Fig. 1: a small window of the routed layout
Window x 38 to 68, y 59 to 89 um. Cells in grey, sequential cells in the stronger grey; small squares are vias.
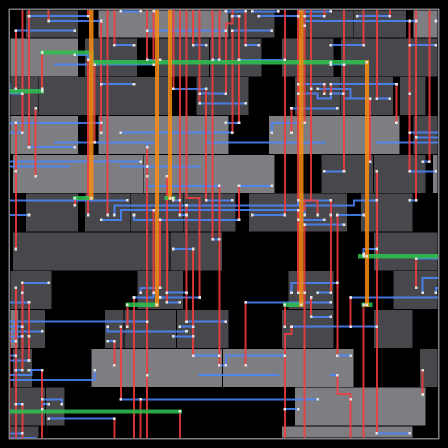
Fig. 2: wiring by layer
Scale: 4 px per um. Two of the layers only.
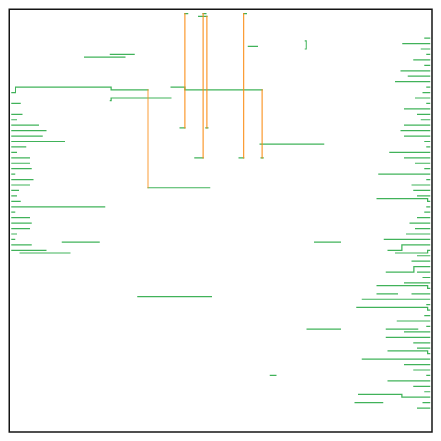
==> config.mk <==
export PLATFORM = sky130hd
export DESIGN_NAME = bs_ctrl
export DESIGN_NICKNAME = d
export VERILOG_FILES = /design/src/rtl/bs_ctrl.sv
export SDC_FILE = /design/constraint.sdc
export NUM_CORES = 1
export LEC_CHECK = 0
export CORE_UTILIZATION = 43
export CTS_CLUSTER_SIZE = 8
export DETAILED_ROUTE_END_ITERATION = 7
export PLACE_DENSITY = 0.91
export SYNTH_ARGS = -nofsm -noshare
export SYNTH_HDL_FRONTEND = slang
export SYNTH_SLANG_ARGS = --single-unit
==> constraint.sdc <==
create_clock -name clk -period 4.2 [get_ports clk]
set_clock_uncertainty 0.15 [all_clocks]
set_input_delay 0.42 -clock clk [delete_from_list [all_inputs] [get_ports clk]]
set_output_delay 0.42 -clock clk [all_outputs]
set_load 0.05 [all_outputs]
==> flow_summary.yaml <==
# physical design summary
layout:
  logic_area_mm2: 0.00157
  area_growth_pct: 54.7
  finalNetCount: 621
  diodes: 0
  layout_top_cell: "clkdlybuf4s50_1"
  seq_area_mm2: 0.00283
  final_area_mm2: 0.00710
  drive_above_1_share_pct: 12.7
  layout.cells.non_filler: 670
sta:
  setup_ws_ps: 575
  fin_crit_ps: 3630
  fmax_ghz: 0.276
  tns_ps: 0
  post-route-period-util_pct: 86.3
  whs_ps: 255
  hold_viol: 0
  slew_viol_final: 0
  worst_pin_slew_ps: 1300
worst_setup_path:
  crit_type: "reg2out"
  crit_chain: "inv_1 -> ha_1 -> nor3b_2 -> nand2_1 -> nor3_1 -> or2_2 -> clkdlybuf4s50_1"
  worst_setup_path_end_kind: "primary output"
  cpMaxStageDelayCell: "clkdlybuf4s50_1"
  crit_fanout: 8
  required_ps: 3630
  worst_r2r_path_depth: 4
  cp.arrival_ps: 3060
  r2r_slack_ps: 1330
  critPathLaunchType: "register"
placed_design:
  dpl-instance-area_mm2: 0.00653
  pre_cts_ws_ps: 1130
  port_buffers: 191
  place_congestion: 0.838
  hpwl_mm: 8.12
detailed_routing:
  drc: 0
  firstDrtPassIters: 4
  drtIter0Drc: 253
  ant_nets: 0
  post_drt_wl_per_cell_um: 17.5
  wirelength_mm: 11.7
clock_tree:
  clock-root-buffer: "clkbuf_8"
  cts_buffer_depth: 2
  cts.repair.resized: 0
  postCtsSetupBuffers: 0
  cts_tree: "built"
  cts_buffers: 17
  holdBufCountCts: 0
  clk_pin_slew_ps: 60
  cts.sinks: 113
job:
  maxCapViolations: 0
  warnings: 28
floorplan:
  io_pins: 193
  initCoreUtil_pct: 44.4
  die-area_mm2: 0.0111
  die_w_um: 105
  core_area_mm2: 0.0103
  fp-row-count: 37
power_and_ir_drop:
  powerDensity_mw_per_mm2: 953
  vdd_drop_max_uv: 556
  p_leak_nw: 3.19
grt:
  grt_pass1_wl_mm: 18.5
  grt_max_degree: 91
  grt-ovfl-total: 0
  grt_pass1_vias: 3502
synth:
  dominantRegCellSynth: "dfrtp_1"
  synth-edff-count: 0
  syn_nets: 432
  synth_cell_types: 44
  yosys_cells: 332
  yosysWarnings: 0
  yosys-stat-area_mm2: 0.00459
  ys.flops: 113
  async_reset_ff_share_pct: 100
  synth_cells: 332
  syn_avg_cell_area_um2: 13.8
  syn_area_mm2: 0.00459
status:
  outcome: "finished, final reports clean"
min_path:
  hold_path.class: "in2reg"
  hold_depth: 1
Back to the opening pictures, Fig. 1:
- orange: met4
- blue: met1
- red: met2
- green: met3
- cells with their middle in the window: 49
- sequential cells in the window: 10
- most frequent: clkdlybuf4s50_1 (19), dfrtp_1 (10), a22o_1 (7)

Back to the opening pictures, Fig. 2:
- green: met3 (wire length 722 um)
- orange: met4 (wire length 170 um)
Total GRT Usage: 21.8%
vias: 3495

[Yosys cell counts (all sizes together) (4+ instances only)]
cell,count,area share [%]
nor2,22,2.1
nor3,6,0.65
ha,4,1.1
buf,20,3.2
a21oi,9,0.98
nand3,8,0.87
dfrtp,113,62
nand2,5,0.41
mux2,23,7.3
or3,4,0.65
xor2,6,1.1
inv,8,0.65
a22o,63,12
[cells by family after synthesis]
| group | count (synthesis) | synth area share (%) |
|---|---|---|
| buf+inv | 31 | 4.09 |
| compound gates | 85 | 15.2 |
| flops | 113 | 61.6 |
| xor+xnor | 9 | 1.72 |
| mux | 25 | 7.72 |
| simple gates | 64 | 8.48 |
| other cells | 1 | 0.0817 |
| fa+ha+maj | 4 | 1.09 |
[report_power, final]
part	total [mW]	internal, mW	switching (mW)	leakage, nW
clock network	1.36	0.854	0.505	0.272
registers	1.86	1.55	0.309	1.42
logic	3.55	1.29	2.26	1.50
[metal layers]
metal  up-vias  routed length, um  track usage, %
met1      1755               4950            27.3
met3        13                722            7.17
met4         0                170            7.55
met5         -                  0               0
met2       139               5900            35.7
li1       1588                  -               -
[final cells by class]
cell class | count | area share (%)
multi-input combinational | 188 | 22.2
clock inverter | 14 | 1.99
clock buffer | 18 | 6.03
timing repair buffer | 193 | 27.1
tap | 136 | 2.40
inverter | 8 | 0.458
sequential | 113 | 39.8
[worst max-delay path, delay by kind of cell (launching register included)]
family	cells	cell delay [ps]
fa+ha+maj	1	170
simple gates	4	1100
buf+inv	2	920
flops	1	370
Power is estimated from default activity; no workload was simulated.
